==> src/rtl/vga_pkg.sv <==
// Shared types and constants for the VGA receive path: coordinate widths,
// decoder FSM states and the pixel record carried through the write FIFO.
package vga_pkg;

    localparam int H_ACTIVE_DEF = 640;
    localparam int V_ACTIVE_DEF = 480;
    localparam int X_W          = 10;
    localparam int Y_W          = 9;
    localparam int RGB_W        = 24;
    localparam int PIX_W        = X_W + Y_W + RGB_W;

    typedef enum logic [1:0] {
        SEARCH = 2'd0,
        VSYNC  = 2'd1,
        FRAME  = 2'd2
    } rx_state_e;

    typedef struct packed {
        logic [X_W-1:0]   x;
        logic [Y_W-1:0]   y;
        logic [RGB_W-1:0] rgb;
    } pixel_t;

    function automatic logic [X_W-1:0] x_inc_sat(input logic [X_W-1:0] x);
        return (x == {X_W{1'b1}}) ? x : x + X_W'(1);
    endfunction

    function automatic logic [Y_W-1:0] y_inc_sat(input logic [Y_W-1:0] y);
        return (y == {Y_W{1'b1}}) ? y : y + Y_W'(1);
    endfunction

endpackage

==> src/rtl/vga_rx_fifo.sv <==
// Show-ahead pixel FIFO: dout always presents the oldest entry; a push into a
// full FIFO is only accepted when a pop happens in the same cycle.
module vga_rx_fifo
    import vga_pkg::*;
#(
    parameter int DEPTH = 4,
    parameter int W     = PIX_W
) (
    input  logic         clock,
    input  logic         reset,
    input  logic         push,
    input  logic         pop,
    input  logic [W-1:0] din,
    output logic [W-1:0] dout,
    output logic         full,
    output logic         empty
);

    localparam int AW = $clog2(DEPTH);
    localparam logic [AW:0] CNT_FULL = (AW+1)'(DEPTH);

    logic [W-1:0]  mem_q [DEPTH];
    logic [W-1:0]  mem_d [DEPTH];
    logic [AW-1:0] wr_ptr_q, wr_ptr_d, rd_ptr_q, rd_ptr_d;
    logic [AW:0]   cnt_q, cnt_d;
    logic          do_push_s, do_pop_s;

    assign full  = (cnt_q == CNT_FULL);
    assign empty = (cnt_q == '0);
    assign dout  = mem_q[rd_ptr_q];

    // Pointer, occupancy and storage next-state.
    always_comb begin
        do_pop_s  = pop && !empty;
        do_push_s = push && (!full || do_pop_s);
        mem_d     = mem_q;
        wr_ptr_d  = wr_ptr_q;
        rd_ptr_d  = rd_ptr_q;
        if (do_push_s) begin
            mem_d[wr_ptr_q] = din;
            wr_ptr_d        = wr_ptr_q + AW'(1);
        end else begin
            wr_ptr_d = wr_ptr_q;
        end
        if (do_pop_s) begin
            rd_ptr_d = rd_ptr_q + AW'(1);
        end else begin
            rd_ptr_d = rd_ptr_q;
        end
        case ({do_push_s, do_pop_s})
            2'b10:   cnt_d = cnt_q + (AW+1)'(1);
            2'b01:   cnt_d = cnt_q - (AW+1)'(1);
            default: cnt_d = cnt_q;
        endcase
    end

    // FIFO state registers; storage is cleared so the idle output reads zero.
    always_ff @(posedge clock or posedge reset) begin
        if (reset) begin
            for (int i = 0; i < DEPTH; i++) begin
                mem_q[i] <= '0;
            end
            wr_ptr_q <= '0;
            rd_ptr_q <= '0;
            cnt_q    <= '0;
        end else begin
            mem_q    <= mem_d;
            wr_ptr_q <= wr_ptr_d;
            rd_ptr_q <= rd_ptr_d;
            cnt_q    <= cnt_d;
        end
    end

endmodule

==> src/rtl/vga_rx.sv <==
// VGA timing decoder: recovers (x, y) from sync/blank and queues active pixels.
// Define VGA_RX_STATS_EN to measure frame size and derive locked from it.
module vga_rx
    import vga_pkg::*;
#(
    parameter int H_ACTIVE   = H_ACTIVE_DEF,
    parameter int V_ACTIVE   = V_ACTIVE_DEF,
    parameter int FIFO_DEPTH = 4
) (
    input  logic             clock,
    input  logic             reset,
    input  logic             vga_hsync,
    input  logic             vga_vsync,
    input  logic             vga_blank_n,
    input  logic [7:0]       vga_r,
    input  logic [7:0]       vga_g,
    input  logic [7:0]       vga_b,
    output logic             wr_valid,
    input  logic             wr_ready,
    output logic [X_W-1:0]   wr_x,
    output logic [Y_W-1:0]   wr_y,
    output logic [RGB_W-1:0] wr_data,
    output logic             frame_done,
    output logic             locked,
    output logic             overflow,
    output logic [X_W-1:0]   meas_w,
    output logic [Y_W-1:0]   meas_h
);

    localparam logic [X_W:0] H_LIM = (X_W+1)'(H_ACTIVE);
    localparam logic [Y_W:0] V_LIM = (Y_W+1)'(V_ACTIVE);

    logic             hs_s1_q, vs_s1_q, blank_s1_q, hs_p_q, vs_p_q;
    logic [RGB_W-1:0] rgb_s1_q;
    rx_state_e        state_q, state_d;
    logic [X_W-1:0]   x_q, x_d, pix_x_s;
    logic [Y_W-1:0]   y_q, y_d;
    logic             line_act_q, line_act_d, pix_act_s;
    logic             frame_done_q, frame_done_d, locked_q, locked_d;
    logic             overflow_q, overflow_d;
    logic             hs_fall_s, vs_fall_s, vs_rise_s;
    logic             push_s, pop_s, full_s, empty_s;
    pixel_t           pix_in_s, pix_out_s;
`ifdef VGA_RX_STATS_EN
    logic [X_W-1:0]   meas_w_q, meas_w_d;
    logic [Y_W-1:0]   meas_h_q, meas_h_d;
`endif

    assign hs_fall_s = hs_p_q & ~hs_s1_q;
    assign vs_fall_s = vs_p_q & ~vs_s1_q;
    assign vs_rise_s = ~vs_p_q & vs_s1_q;

    // Pixel capture stage: only active pixels inside the window are queued.
    always_comb begin
        pix_x_s   = blank_s1_q ? x_inc_sat(x_q) : x_q;
        pix_act_s = blank_s1_q | line_act_q;
        push_s    = (state_q == FRAME) && blank_s1_q
                    && ({1'b0, x_q} < H_LIM) && ({1'b0, y_q} < V_LIM);
        pix_in_s  = '{x: x_q, y: y_q, rgb: rgb_s1_q};
    end

    // Frame FSM; a line close is folded in before a same-cycle frame close.
    always_comb begin
        state_d      = state_q;
        x_d          = x_q;
        y_d          = y_q;
        line_act_d   = line_act_q;
        frame_done_d = 1'b0;
        locked_d     = locked_q;
        overflow_d   = overflow_q | (push_s & full_s & ~pop_s);
`ifdef VGA_RX_STATS_EN
        meas_w_d     = meas_w_q;
        meas_h_d     = meas_h_q;
`endif
        case (state_q)
            SEARCH: begin
                if (vs_fall_s) state_d = VSYNC;
                else           state_d = SEARCH;
            end
            VSYNC: begin
                x_d        = '0;
                y_d        = '0;
                line_act_d = 1'b0;
                if (vs_rise_s) state_d = FRAME;
                else           state_d = VSYNC;
            end
            FRAME: begin
                if (hs_fall_s) begin
                    x_d        = '0;
                    line_act_d = 1'b0;
                    y_d        = pix_act_s ? y_inc_sat(y_q) : y_q;
`ifdef VGA_RX_STATS_EN
                    meas_w_d   = pix_act_s ? pix_x_s : meas_w_q;
`endif
                end else begin
                    x_d        = pix_x_s;
                    line_act_d = pix_act_s;
                end
                if (vs_fall_s) begin
                    state_d      = VSYNC;
                    frame_done_d = 1'b1;
`ifdef VGA_RX_STATS_EN
                    meas_h_d     = line_act_d ? y_inc_sat(y_d) : y_d;
                    locked_d     = ({1'b0, meas_w_d} == H_LIM) && ({1'b0, meas_h_d} == V_LIM);
`else
                    locked_d     = 1'b1;
`endif
                end else begin
                    state_d = FRAME;
                end
            end
            default: state_d = SEARCH;
        endcase
    end

    // Input registers and decoder state; syncs reset to their idle-high level.
    always_ff @(posedge clock or posedge reset) begin
        if (reset) begin
            hs_s1_q      <= 1'b1;
            vs_s1_q      <= 1'b1;
            hs_p_q       <= 1'b1;
            vs_p_q       <= 1'b1;
            blank_s1_q   <= 1'b0;
            rgb_s1_q     <= '0;
            state_q      <= SEARCH;
            x_q          <= '0;
            y_q          <= '0;
            line_act_q   <= 1'b0;
            frame_done_q <= 1'b0;
            locked_q     <= 1'b0;
            overflow_q   <= 1'b0;
`ifdef VGA_RX_STATS_EN
            meas_w_q     <= '0;
            meas_h_q     <= '0;
`endif
        end else begin
            hs_s1_q      <= vga_hsync;
            vs_s1_q      <= vga_vsync;
            hs_p_q       <= hs_s1_q;
            vs_p_q       <= vs_s1_q;
            blank_s1_q   <= vga_blank_n;
            rgb_s1_q     <= {vga_r, vga_g, vga_b};
            state_q      <= state_d;
            x_q          <= x_d;
            y_q          <= y_d;
            line_act_q   <= line_act_d;
            frame_done_q <= frame_done_d;
            locked_q     <= locked_d;
            overflow_q   <= overflow_d;
`ifdef VGA_RX_STATS_EN
            meas_w_q     <= meas_w_d;
            meas_h_q     <= meas_h_d;
`endif
        end
    end

    vga_rx_fifo #(.DEPTH(FIFO_DEPTH), .W(PIX_W)) u_fifo (
        .clock (clock),
        .reset (reset),
        .push  (push_s),
        .pop   (pop_s),
        .din   (pix_in_s),
        .dout  (pix_out_s),
        .full  (full_s),
        .empty (empty_s)
    );

    assign wr_valid   = ~empty_s;
    assign pop_s      = wr_valid & wr_ready;
    assign wr_x       = pix_out_s.x;
    assign wr_y       = pix_out_s.y;
    assign wr_data    = pix_out_s.rgb;
    assign frame_done = frame_done_q;
    assign locked     = locked_q;
    assign overflow   = overflow_q;
`ifdef VGA_RX_STATS_EN
    assign meas_w     = meas_w_q;
    assign meas_h     = meas_h_q;
`else
    assign meas_w     = '0;
    assign meas_h     = '0;
`endif

endmodule

==> config.mk <==
export PLATFORM = sky130hd
export DESIGN_NAME = vga_rx
export DESIGN_NICKNAME = d
export VERILOG_FILES = /design/src/rtl/vga_pkg.sv /design/src/rtl/vga_rx_fifo.sv /design/src/rtl/vga_rx.sv
export SDC_FILE = /design/constraint.sdc
export NUM_CORES = 1
export LEC_CHECK = 0
export CORE_MARGIN = 4
export CORE_UTILIZATION = 52
export CTS_BUF_LIST = sky130_fd_sc_hd__clkbuf_16
export CTS_CLUSTER_DIAMETER = 40
export CTS_CLUSTER_SIZE = 20
export DETAILED_ROUTE_END_ITERATION = 10
export PLACE_DENSITY = 0.85
export SLEW_MARGIN = 20
export SYNTH_ARGS = -nofsm -noshare
export SYNTH_HDL_FRONTEND = slang
export SYNTH_SLANG_ARGS = --single-unit
==> constraint.sdc <==
create_clock -name clock -period 9.9 [get_ports clock]
set_clock_uncertainty 0.05 [all_clocks]
set_input_delay 2.97 -clock clock [delete_from_list [all_inputs] [get_ports clock]]
set_output_delay 2.97 -clock clock [all_outputs]
set_load 0.02 [all_outputs]
### Sequential cells coloured by netlist name

Scale bar: 50 um.
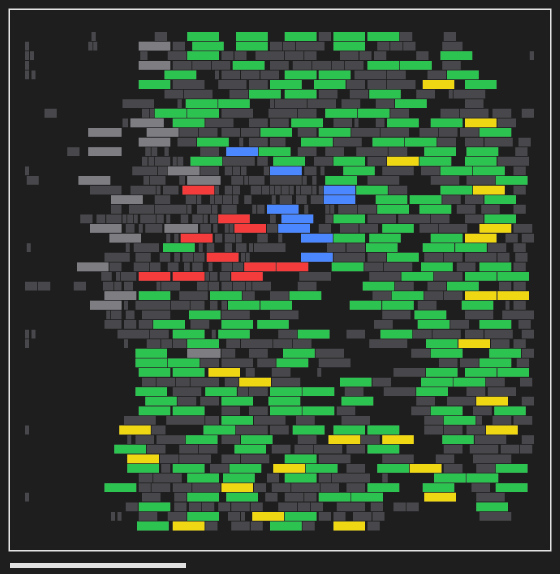
| colour | signal | sequential cells |
|---|---|---|
| green | u_fifo.mem_q | 172 |
| yellow | rgb_s1_q | 24 |
| blue | y_q | 9 |
| red | x_q | 10 |

==> reports/results.ini <==
[synth]
synth.yosys.chip_area_um2=10900
synth.largest_area_cell=sky130_fd_sc_hd__dfrtp_1
ys_types=47
synth-warning-count=0
post_synth_fa_ha_maj_area_fraction=0.0156
ff_type=sky130_fd_sc_hd__dfrtp_1
post_synth_main_area_contributors=sky130_fd_sc_hd__dfrtp_1 52%, sky130_fd_sc_hd__mux2_4 22%, sky130_fd_sc_hd__mux4_2 8.9%
synth_flop_count=233
post_synth_and_or_nand_nor_area_fraction=0.0407
netlist.top_cell.by_instances=sky130_fd_sc_hd__dfrtp_1
synth_async_sr_flop_share=1.00
ys_top_logic_family=multiplexers
post_synth_mux_area_share=0.325
syn-mean-instance-area_um2=16.9
edff_count_synth=0
ys_top_cells_by_count=229 x sky130_fd_sc_hd__dfrtp_1, 160 x sky130_fd_sc_hd__mux2_4, 43 x sky130_fd_sc_hd__mux4_2, 19 x sky130_fd_sc_hd__buf_4, 18 x sky130_fd_sc_hd__nand2_1

[clock_network]
number_of_hold_repair_buffers_added_at_the_cts_stage=0
cts-htree-levels=2
cts_num_sinks=233
cts_made_buffers=34
cts_tree=done
clk_tree_root_cell=sky130_fd_sc_hd__clkbuf_16
cts.repair.resized=0

[timing]
hold-worst-slack_ps=337
final-max-slew-violation-count=0
setup_total_negative_slack_ps=0
worst_slew_margin_rel=0.467
final.period_utilization=0.608
final-setup-viol-count=0
min_period_ps=6020
maximum_clock_rate_mhz=166
setup_repair_after_global_routing_missed_its_margin=no

[power]
net-switching-power_mw=0.996
pwr-share-seq=0.380
power_total_mw=3.51
power.switching_fraction=0.284
powerSeq_mw=1.33
combinationalPower_mw=1.03
power.clock.fraction=0.328
power-per-cell-area_nw_per_um2=277
comb_power_share=0.292
power_top_consumer=registers

[critical_path]
endpoint_kind=output port
worstPathArrival_ps=3000
worstPathMaxFanout=30
worstSetupEndpoint=wr_x[6]
reg2reg_to=u_fifo.cnt_q[2]$_DFFE_PP0P_
r2r_cells=11
worst_setup_path_start_kind=flop

[run_status]
status=completed

[drt]
vias_per_cell=5.66
wl_met3_um=1060
postRouteWirelength_um=21500
drt_first_pass_iters=4
drt.antenna.violating_nets=0
drt-met1-wl_um=8980
wire_per_inst_um=21.1
drt_first_iter_violations=307

[placed_design]
dp_hpwl_um=12700
setup_ws_pre_cts_ps=4330
dp_area_um2=11600
placed_cell_count=959
portBuffers=76
place_congestion=0.847

[layout]
flop-count=233
buffers_excl_clock=80
mostFrequentLayoutCell=sky130_fd_sc_hd__dfrtp_1
diodes=0
ff_latch_area_um2=5840
clock_tree_area_fraction=0.0855
final-nonclk-buf-share=0.0639
nNetsFinal=769
clkbuf_count=35
layout.filler_cells=1407
logic_gates=364

[floorplan]
chipWidth_um=153
num_io_pins=96
floorplan.die.height_um=153
tap_cells=270

[min_path]
holdCritPathClass=flop to flop
hold-path-endpoint=vs_p_q$_DFF_PP1_
min_delay_path_depth=0
hold_path.startpoint=vs_s1_q$_DFF_PP1_

[grt]
pin_count_of_the_biggest_net_entering_global_routing=156
globalRouteTotalUtil=0.184
grt-busiest-layer=met2

[run]
openroad.warnings=34
max-cap-violations=0

### Selected gate families

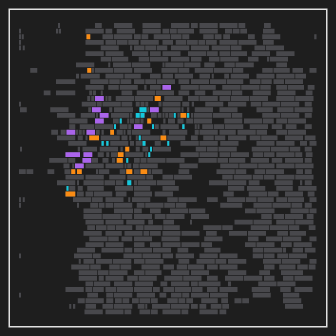
| colour | family | cells | most used |
|---|---|---|---|
| cyan | nor cells | 19 | nor2_1 |
| purple | fa/ha/maj cells | 13 | ha_1 |
| orange | and/or cells | 16 | and4_1 |
tally of non-filler cells in the final layout: 1,018
logic gate fraction of the total cell area: 0.359

==> flip-flops by register name, summed over array words and instances (netlist names) <==
| name | cells |
|---|---|
| rgb_s1_q | 24 |
| state_q | 2 |
| frame_done | 1 |
| u_fifo.wr_ptr_q | 2 |
| overflow | 1 |
| line_act_q | 1 |
| u_fifo.cnt_q | 3 |
| locked | 1 |
| u_fifo.rd_ptr_q | 2 |
| hs_p_q | 1 |
| vs_p_q | 1 |
| hs_s1_q | 1 |
| y_q | 9 |
| x_q | 10 |
| vs_s1_q | 1 |
| u_fifo.mem_q | 172 |
| blank_s1_q | 1 |
==> critical path, stage by stage, from the launching register on <==
cell,delay [ps]
sky130_fd_sc_hd__dfrtp_2,680
sky130_fd_sc_hd__buf_4,620
sky130_fd_sc_hd__mux4_2,640
sky130_fd_sc_hd__clkdlybuf4s50_1,570
Power is estimated from default activity; no workload was simulated.
